`config.mk`:
```
export PLATFORM = sky130hd
export DESIGN_NAME = dec_lut_req_sched
export DESIGN_NICKNAME = d
export VERILOG_FILES = /design/src/rtl/dec_lut_req_sched.sv
export SDC_FILE = /design/constraint.sdc
export NUM_CORES = 1
export LEC_CHECK = 0
export CAP_MARGIN = 20
export CORE_MARGIN = 2
export CORE_UTILIZATION = 33
export CTS_BUF_LIST = sky130_fd_sc_hd__clkbuf_8
export CTS_CLUSTER_SIZE = 20
export DETAILED_ROUTE_END_ITERATION = 7
export PLACE_DENSITY = 0.56
export SLEW_MARGIN = 25
export SYNTH_ARGS = -nofsm -noshare
export SYNTH_HDL_FRONTEND = slang
export SYNTH_SLANG_ARGS = --single-unit
```
`constraint.sdc`:
```
create_clock -name clk -period 3.1 [get_ports clk]
set_clock_uncertainty 0.2 [all_clocks]
set_input_delay 0.62 -clock clk [delete_from_list [all_inputs] [get_ports clk]]
set_output_delay 0.62 -clock clk [all_outputs]
set_load 0.02 [all_outputs]
```
`src/rtl/dec_lut_req_sched.sv`:
```
// Request scheduler for the clocked 12-bit LUT decoder: buffers codewords, issues one
// decode at a time with a timeout. Define DEC_SCHED_STATS_EN to add hit/miss counters.
module dec_lut_req_sched #(
  parameter int unsigned W_BITS     = 25,
  parameter int unsigned N_BITS     = 13,
  parameter int unsigned FIFO_DEPTH = 4,
  parameter int unsigned TIMEOUT    = 4200
) (
  input  logic              clk,
  input  logic              rst_n,
  input  logic              in_valid,
  output logic              in_ready,
  input  logic [W_BITS-1:0] in_w,
  output logic [W_BITS-1:0] dec_w,
  output logic              dec_start,
  input  logic              dec_found,
  input  logic [N_BITS-1:0] dec_n,
  output logic              out_valid,
  input  logic              out_ready,
  output logic [W_BITS-1:0] out_w,
  output logic [N_BITS-1:0] out_n,
  output logic              out_miss
`ifdef DEC_SCHED_STATS_EN
  ,
  output logic [15:0]       stat_total,
  output logic [15:0]       stat_miss
`endif
);

  localparam int unsigned PTR_W = (FIFO_DEPTH > 1) ? $clog2(FIFO_DEPTH) : 1;
  localparam int unsigned CNT_W = $clog2(FIFO_DEPTH + 1);
  localparam int unsigned TMO_W = $clog2(TIMEOUT + 1);

  typedef enum logic [1:0] {S_IDLE, S_LAUNCH, S_WAIT, S_OUT} state_e;

  state_e              state_q, state_d;
  logic [W_BITS-1:0]   mem_q [FIFO_DEPTH];
  logic [W_BITS-1:0]   mem_d [FIFO_DEPTH];
  logic [PTR_W-1:0]    wr_ptr_q, wr_ptr_d, rd_ptr_q, rd_ptr_d;
  logic [CNT_W-1:0]    count_q, count_d;
  logic                in_ready_q, in_ready_d;
  logic [TMO_W-1:0]    tmo_q, tmo_d;
  logic [W_BITS-1:0]   dec_w_q, dec_w_d;
  logic                dec_start_q, dec_start_d;
  logic                out_valid_q, out_valid_d;
  logic [W_BITS-1:0]   out_w_q, out_w_d;
  logic [N_BITS-1:0]   out_n_q, out_n_d;
  logic                out_miss_q, out_miss_d;
  logic                push, pop;

  assign push = in_valid & in_ready_q;
  assign pop  = (state_q == S_IDLE) && (count_q != '0);

  // FIFO bookkeeping; pointers wrap naturally since the depth is a power of two
  always_comb begin
    mem_d    = mem_q;
    wr_ptr_d = wr_ptr_q;
    rd_ptr_d = rd_ptr_q;
    count_d  = count_q;
    if (push) begin
      mem_d[wr_ptr_q] = in_w;
      wr_ptr_d        = wr_ptr_q + PTR_W'(1);
    end
    if (pop) begin
      rd_ptr_d = rd_ptr_q + PTR_W'(1);
    end
    case ({push, pop})
      2'b10:   count_d = count_q + CNT_W'(1);
      2'b01:   count_d = count_q - CNT_W'(1);
      default: count_d = count_q;
    endcase
    in_ready_d = (count_d != CNT_W'(FIFO_DEPTH));
  end

  // Scheduler FSM: launch, wait for found or timeout, hold the result until accepted
  always_comb begin
    state_d     = state_q;
    tmo_d       = tmo_q;
    dec_w_d     = dec_w_q;
    dec_start_d = 1'b0;
    out_valid_d = out_valid_q;
    out_w_d     = out_w_q;
    out_n_d     = out_n_q;
    out_miss_d  = out_miss_q;
    case (state_q)
      S_IDLE: begin
        if (pop) begin
          dec_w_d     = mem_q[rd_ptr_q];
          dec_start_d = 1'b1;
          state_d     = S_LAUNCH;
        end
      end
      S_LAUNCH: begin
        tmo_d   = '0;
        state_d = S_WAIT;
      end
      S_WAIT: begin
        tmo_d = tmo_q + TMO_W'(1);
        if (dec_found) begin
          out_n_d     = dec_n;
          out_w_d     = dec_w_q;
          out_miss_d  = 1'b0;
          out_valid_d = 1'b1;
          state_d     = S_OUT;
        end else if (tmo_q == TMO_W'(TIMEOUT - 1)) begin
          out_n_d     = '0;
          out_w_d     = dec_w_q;
          out_miss_d  = 1'b1;
          out_valid_d = 1'b1;
          state_d     = S_OUT;
        end
      end
      S_OUT: begin
        if (out_ready) begin
          out_valid_d = 1'b0;
          state_d     = S_IDLE;
        end
      end
      default: state_d = S_IDLE;
    endcase
  end

  always_ff @(posedge clk or negedge rst_n) begin
    if (!rst_n) begin
      state_q     <= S_IDLE;
      for (int i = 0; i < int'(FIFO_DEPTH); i++) mem_q[i] <= '0;
      wr_ptr_q    <= '0;
      rd_ptr_q    <= '0;
      count_q     <= '0;
      in_ready_q  <= 1'b1;
      tmo_q       <= '0;
      dec_w_q     <= '0;
      dec_start_q <= 1'b0;
      out_valid_q <= 1'b0;
      out_w_q     <= '0;
      out_n_q     <= '0;
      out_miss_q  <= 1'b0;
    end else begin
      state_q     <= state_d;
      mem_q       <= mem_d;
      wr_ptr_q    <= wr_ptr_d;
      rd_ptr_q    <= rd_ptr_d;
      count_q     <= count_d;
      in_ready_q  <= in_ready_d;
      tmo_q       <= tmo_d;
      dec_w_q     <= dec_w_d;
      dec_start_q <= dec_start_d;
      out_valid_q <= out_valid_d;
      out_w_q     <= out_w_d;
      out_n_q     <= out_n_d;
      out_miss_q  <= out_miss_d;
    end
  end

  assign in_ready  = in_ready_q;
  assign dec_w     = dec_w_q;
  assign dec_start = dec_start_q;
  assign out_valid = out_valid_q;
  assign out_w     = out_w_q;
  assign out_n     = out_n_q;
  assign out_miss  = out_miss_q;

`ifdef DEC_SCHED_STATS_EN
  logic [15:0] stat_total_q, stat_total_d;
  logic [15:0] stat_miss_q, stat_miss_d;

  // Saturating counters bumped on each result handshake
  always_comb begin
    stat_total_d = stat_total_q;
    stat_miss_d  = stat_miss_q;
    if (out_valid_q && out_ready) begin
      if (stat_total_q != 16'hFFFF) stat_total_d = stat_total_q + 16'd1;
      if (out_miss_q && (stat_miss_q != 16'hFFFF)) stat_miss_d = stat_miss_q + 16'd1;
    end
  end

  always_ff @(posedge clk or negedge rst_n) begin
    if (!rst_n) begin
      stat_total_q <= '0;
      stat_miss_q  <= '0;
    end else begin
      stat_total_q <= stat_total_d;
      stat_miss_q  <= stat_miss_d;
    end
  end

  assign stat_total = stat_total_q;
  assign stat_miss  = stat_miss_q;
`endif

endmodule
```
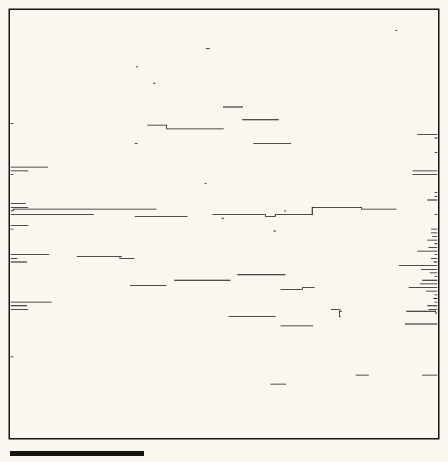
run_1/m3.png
Bar = 50 um.
longest straight run = 53.4 um
main direction = horizontal
share of all routed wire = 3.5%
M3 GR Usage: 3.33%
total number of vias: 4595
WL final: 17300 um

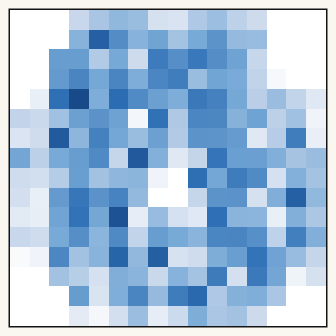
run_1/util_map.png
16 x 16 tiles, from white (low) to dark blue (high), 0 to 100% covered.
nearly empty tiles = 15%
fullest tile = 90%
tiles over 75% full = 3.9%
mean over tiles = 37%

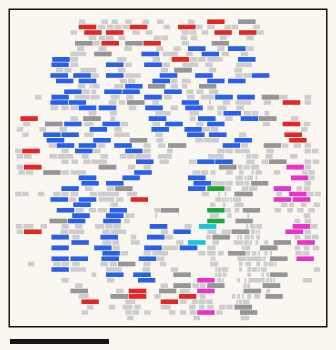
run_1/ff_map.png
Bar = 50 um. Other sequential cells in the stronger gray, the rest of the logic in the fainter gray.
blue -> `mem_q`  # placed flops 100
red -> `out_w`  # placed flops 25, where spread over the die
cyan -> `state_q`  # placed flops 2
green -> `count_q`  # placed flops 3
magenta -> `out_n`  # placed flops 13
not colored = 46
fin util: 41.9%
sequential share of cell area: 47.9%
flip-flop and latch area: 4730 um2
Seq power: 4.46 mW

run 1: final cells by class:
class | instances | share of cell area, %
clock buffers | 20 | 2.78
diodes | 1 | 0.0253
flip-flops and latches | 189 | 47.9
well taps | 319 | 4.04
clock inverters | 12 | 1.13
repair buffers | 122 | 12.3
inverters | 11 | 0.418
multi-input cells | 281 | 31.4
run 1: cells in the mapped netlist (8+ instances only):
cell	instances	area (um2)
inv_1	11	41.3
ha_1	9	113
mux4_2	25	563
nand2_1	10	37.5
xnor2_1	8	70.1
nor2_1	12	45.0
clkbuf_1	8	30.0
buf_2	16	80.1
mux2_2	145	1630
dfrtp_1	188	4700
a22o_1	13	114
run 1: metal layers:
metal | global-route usage [%] | wire length [um] | up-vias | part of all wire [%]
li1 | - | - | 2073 | -
met1 | 17.9 | 7680 | 2414 | 44
met2 | 23.8 | 8770 | 92 | 51
met3 | 3.33 | 610 | 16 | 3.5
met4 | 4.83 | 281 | 0 | 1.6
met5 | 0 | 0 | - | 0
run 1: state kept, by name, indices dropped and copies added, names as in the netlist:
name and flops:
mem_q 100, dec_w 25, out_w 25, out_n 13
tmo_q 13, count_q 3, rd_ptr_q 2, state_q 2
wr_ptr_q 2, dec_start 1, in_ready 1, out_miss 1
out_valid 1
run 1: worst reg2reg max path, stage by stage (launching register included):
cell      delay (ns)
dfrtp_1         0.42
ha_1            0.27
and4_1          0.20
a31oi_1         0.24
nand2b_4        0.52
mux2_2          0.42
run 1: stage by stage:
step / utilization (%) / power (mW)
after floorplan: - / 7.42
after global placement: 40.2 / 8.97
after detailed placement: 40.2 / 9.18
after CTS: 41.9 / 10.8
after global routing: 41.9 / 11.3
final: 41.9 / 10.6
run 1: layout by cell type, fill, tap and decap left out, drive strengths merged, types with 2 or more instances in the layout:
master and n:
buf 12, mux4 25, nand3 7, dfrtp 188, xor2 6, mux2 152
o21ai 6, inv 16, clkdlybuf4s50 108, nor4 3, nand2 10, nand4 4
clkinv 2, nor2b 4, a21oi 2, ha 9, clkbuf 21, mux2i 3
clkinvlp 4, or3 2, nor2 12, a22o 13, nor3 3, xnor2 8
run 1: final timing paths:
check	from	endpoint	slack [ns]	cells after the start
max in group asynchronous	rst_n	mem_q[68]	1.33	3
hold reg to reg	mem_q[45]	mem_q[45]	0.31	1
hold / removal	mem_q[45]	mem_q[45]	0.31	1
setup reg to reg	tmo_q[0]	out_w[5]	0.71	5
min in group asynchronous	rst_n	out_n[4]	0.54	2
setup / recovery	in_ready	in_ready	0.57	1
run 1: cell families (layout without fill, tap and decap cells):
family                     count (synthesis)  in the layout
DFF                                      189            189
muxes                                    180            180
and+or+nand+nor                           51             51
buffers and inverters                     39            165
AOI/OAI and AO/OA                         26             26
xor gates and xnor gates                  14             14
adders and majority gates                 10             10
other                                      0              1
run 1: power breakdown:
group	switching (mW)	internal, mW
logic	1.88	2.70
registers	0.809	3.65
clock network	0.877	0.705
total	3.57	7.06
==> metrics.cfg, run 1 <==
[worst_hold_path]
hp-class=reg -> reg

[floorplanning]
ios=110
fp-utilization_pct=33.8
die_w_um=160

[routing]
ant_nets=0
wl_per_cell_um=18.2
drt_iter0_markers=169

[final_timing]
holdWs_ns=0.307
tightest_slew_ns=0.784
setup-violations-final=0
fin_crit_sh_pct=81.7
finalSetupTns_ns=0

[synth]
xor_share_pct=1.54
synth.distinct_cells=38
ys_sh_simple_pct=3.70
ys_area_um2=7990
ys_sh_aoi_pct=2.43
synth_adder_area_share_pct=1.66
syn_area_um2=7990
synthArstFlopShare_pct=100
ys_top_logic_family=multiplexers
synth-seq-cells=189
synth_cells=509
ys_cells=509
edf_count=0

[clock_network]
clock_path_buffers=2
cts_buffers=17
cts_tree=built
path_clk_slew_ns=0.09
htreeDepth=4
clockRootBuffer=clkbuf_8
cts_hold_buf=1

[setup_path]
critPathMaxStageDelay_ns=0.65
critPathLaunchType=flop
worstPathArrival_ns=1.71

[outcome]
status=finished, final reports clean

[global_routing]
antenna_found_initial=1
grt_pass1_vias=5054
gr-total-overflow=0

[finish]
areaGrowthSynthToFinish_pct=23.8
fin_nets=675
stdcell_count=955

[place]
gp_congestion=0.730
dpl_cell_area_um2=9490
portBuffers=109
placedCellCount=921
post-place-ws_ns=0.248
dpl.hpwl_um=11000

[run]
warnings=31

[pwr]
power_density_nw_per_um2=1070

run_1/class_map.png
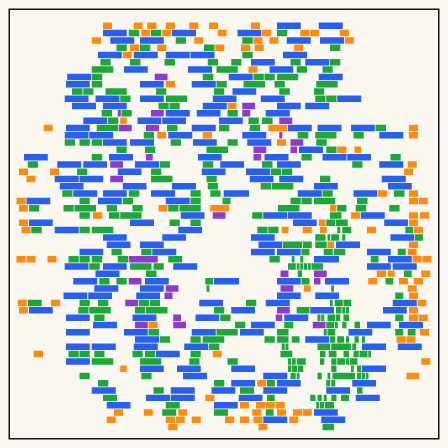

==> inputs of run 2 (changes only) <==
PLACE_DENSITY = 0.58   (was 0.56)
clock period = 2.2 ns   (was 3.1 ns; I/O delays follow)
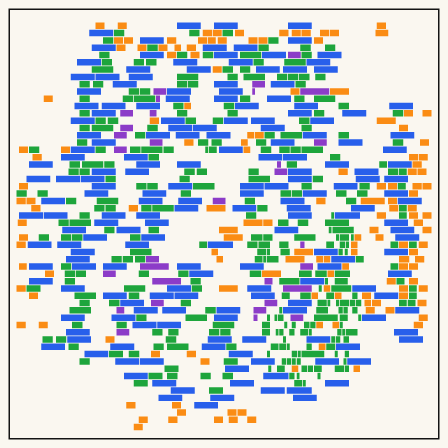
run_2/class_map.png
blue -> registers  # cells 189
orange -> remaining buffers and delay cells  # cells 145
green -> remaining logic cells  # cells 292
purple -> clock drivers and dummy loads  # cells 31
core area: 23600 um2
sequential share of cell area: 46.1%

==> metrics.cfg, run 2 <==
[worst_hold_path]
hp-class=in -> async  ; was reg -> reg

[setup_path]
critPathMaxStageDelay_ns=0.40  ; was 0.65 ns
worstPathArrival_ns=2.34  ; was 1.71 ns
cp.required_ns=2.39  ; was 2.28 ns
critPathLaunchType=flop  ; unchanged

[routing]
dr_wl_met3_um=588  ; was 610 um
wl_met2_um=8650  ; was 8770 um
wl_per_cell_um=17.8  ; was 18.2 um
drt_iter0_markers=240  ; was 169
vias=4698  ; was 4595
ant_nets=0  ; unchanged
m1WireLength_um=7880  ; was 7680 um
drt-total-wl_um=17400  ; was 17300 um
top_layer=met4  ; unchanged

[clock_network]
clock_path_buffers=2  ; unchanged
clockRootBuffer=clkbuf_8  ; unchanged
cts_buffers=17  ; unchanged
clk_latency_ns=0.46  ; about the same
cts_tree=built  ; unchanged
path_clk_slew_ns=0.09  ; about the same
htreeDepth=4  ; unchanged

[floorplanning]
die_w_um=160  ; unchanged
ios=110  ; unchanged
fp-utilization_pct=33.8  ; unchanged

[synth]
ys_cells=509  ; unchanged
syn_area_um2=7990  ; unchanged
ys_area_um2=7990  ; unchanged
fp_nets=562  ; unchanged
synthArstFlopShare_pct=100  ; unchanged
yosys.area.top_type_share_pct=58.9  ; unchanged
synth-seq-cells=189  ; unchanged
synth.distinct_cells=38  ; unchanged
largest_area_cell=dfrtp_1  ; unchanged
synth_cells=509  ; unchanged
edf_count=0  ; unchanged
most_common_cell=dfrtp_1  ; unchanged
topCellsByArea=dfrtp_1, mux2_2, mux4_2, a22o_1, ha_1  ; unchanged
top_cells_by_count=dfrtp_1, mux2_2, mux4_2  ; unchanged

[pwr]
power.net_switching_mw=5.10  ; was 3.57 mW
power_density_nw_per_um2=1530  ; was 1070 nW/um2
finalPower_mw=15.7  ; was 10.6 mW
p_seq_share_pct=38.9  ; was 42.0%
combPwrFrac_pct=45.2  ; was 43.1%
cell_internal_pwr_mw=10.6  ; was 7.06 mW
power_switching_share_pct=32.5  ; was 33.6%
clkPwrFrac_pct=15.9  ; was 14.9%
worst_ir_drop_vdd_v=0.000618  ; was 0.000441 V

[final_timing]
fin_crit_sh_pct=97.7
tightest_slew_ns=0.481  ; was 0.784 ns
maxSlewHeadroom_pct=67.9  ; was 47.7%
finalSetupTns_ns=0  ; unchanged
setup-violations-final=0  ; unchanged

[place]
dpl.hpwl_um=11400  ; was 11000 um
portBuffers=109  ; unchanged
dpl_cell_area_um2=9710  ; was 9490 um2
gp_congestion=0.762  ; was 0.730

[global_routing]
antenna_found_initial=0  ; was 1
grt_pass1_vias=5107  ; was 5054
gr-total-overflow=0  ; unchanged

[outcome]
status=finished, final reports clean  ; unchanged

[finish]
diodes=0  ; was 1
largest_reg_flops=100  ; unchanged
lay_top_cells=dfrtp_1, mux2_2, clkdlybuf4s50_1  ; unchanged
layout_top_cell=dfrtp_1  ; unchanged
fin_nets=698  ; was 675
largest_register=mem_q  ; unchanged
areaGrowthSynthToFinish_pct=28.6  ; was 23.8%

[run]
warnings=33  ; was 31

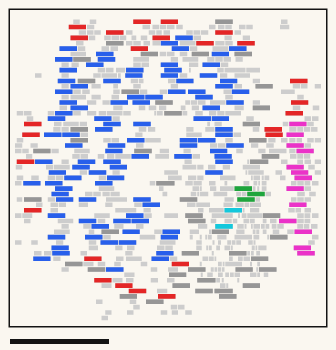
run_2/ff_map.png
Bar = 50 um. Other sequential cells in the stronger gray, the rest of the logic in the fainter gray.
magenta -> `out_n`  # placed flops 13, where middle right
green -> `count_q`  # placed flops 3
blue -> `mem_q`  # placed flops 100
red -> `out_w`  # placed flops 25, where spread over the die
cyan -> `state_q`  # placed flops 2
not colored = 46

## run 2: cell families after synthesis
| family | Yosys count | share of synthesized area [%] |
|---|---|---|
| buffers and inverters | 39 | 2.27 |
| and+or+nand+nor | 51 | 3.70 |
| adders and majority gates | 10 | 1.66 |
| xor gates and xnor gates | 14 | 1.54 |
| muxes | 180 | 29.2 |
| DFF | 189 | 59.2 |
| AOI/OAI and AO/OA | 26 | 2.43 |
## run 2: worst reg2reg max path, delay by kind of cell (launching register included)
kind / cells / cell delay [ns]
buffers and inverters: 2 / 0.12
adder cells (fa/ha/maj): 3 / 0.64
flip-flops: 1 / 0.40
AND/OR/NAND/NOR: 3 / 0.37
XOR/XNOR: 2 / 0.36
## run 2: per-layer routing
layer	vias to the layer above	global-route usage, %
met4	0	4.83
li1	2122	-
met1	2460	19.1
met3	19	2.63
met5	-	0
met2	97	23.5
## run 2: final cells by class
type | instances | area [um2]
clock buffers | 19 | 262
clock inverters | 12 | 169
fillers | 2096 | 13300
inverters | 11 | 41.3
multi-input cells | 281 | 3160
flip-flops and latches | 189 | 4730
well taps | 319 | 399
repair buffers | 145 | 1510
## run 2: what timing repair did
item                                   4_1_cts  5_1_grt
hold buffers                                 1        0
setup endpoints to repair                   15       21
gates cloned                                 0        1
resized                                      4       10
setup buffers                                3        5
endpoints found under the hold margin      127        0
pin swaps                                    3        6
## run 2: power groups by stage
stage               combinational [mW]  sequential (mW)  clock, mW
global route                      7.63             6.34       2.74
floorplan                         3.91             6.60          0
detailed placement                7.02             6.21          0
CTS                               7.08             6.13       2.59
global placement                  6.86             6.05          0
finish                            7.09             6.10       2.49
## run 2: path summary, 6_finish.rpt
| kind | from | slack [ns] | cells after the start | to |
|---|---|---|---|---|
| max | state_q[0] | 0.05 | 10 | in_ready |
| min | rst_n | 0.21 | 2 | out_w[4] |
| max reg2reg | state_q[0] | 0.05 | 10 | in_ready |
| min reg2reg | count_q[2] | 0.31 | 1 | count_q[2] |
| max in group asynchronous | rst_n | 0.91 | 3 | out_w[23] |
| min in group clk | count_q[2] | 0.31 | 1 | count_q[2] |
## run 2: metrics by stage
step	hold slack, ns	setup slack, ns	instances	util [%]
2_1_floorplan	-0.0556	-0.0998	509	-
3_3_place_gp	0.138	-0.113	935	41.1
3_5_place_dp	0.142	-0.227	935	41.1
4_1_cts	0.191	0.000444	970	43.1
5_1_grt	0.230	-0.0508	976	43.5
6_report	0.213	0.0510	976	43.5
Power and IR drop assume default switching activity.
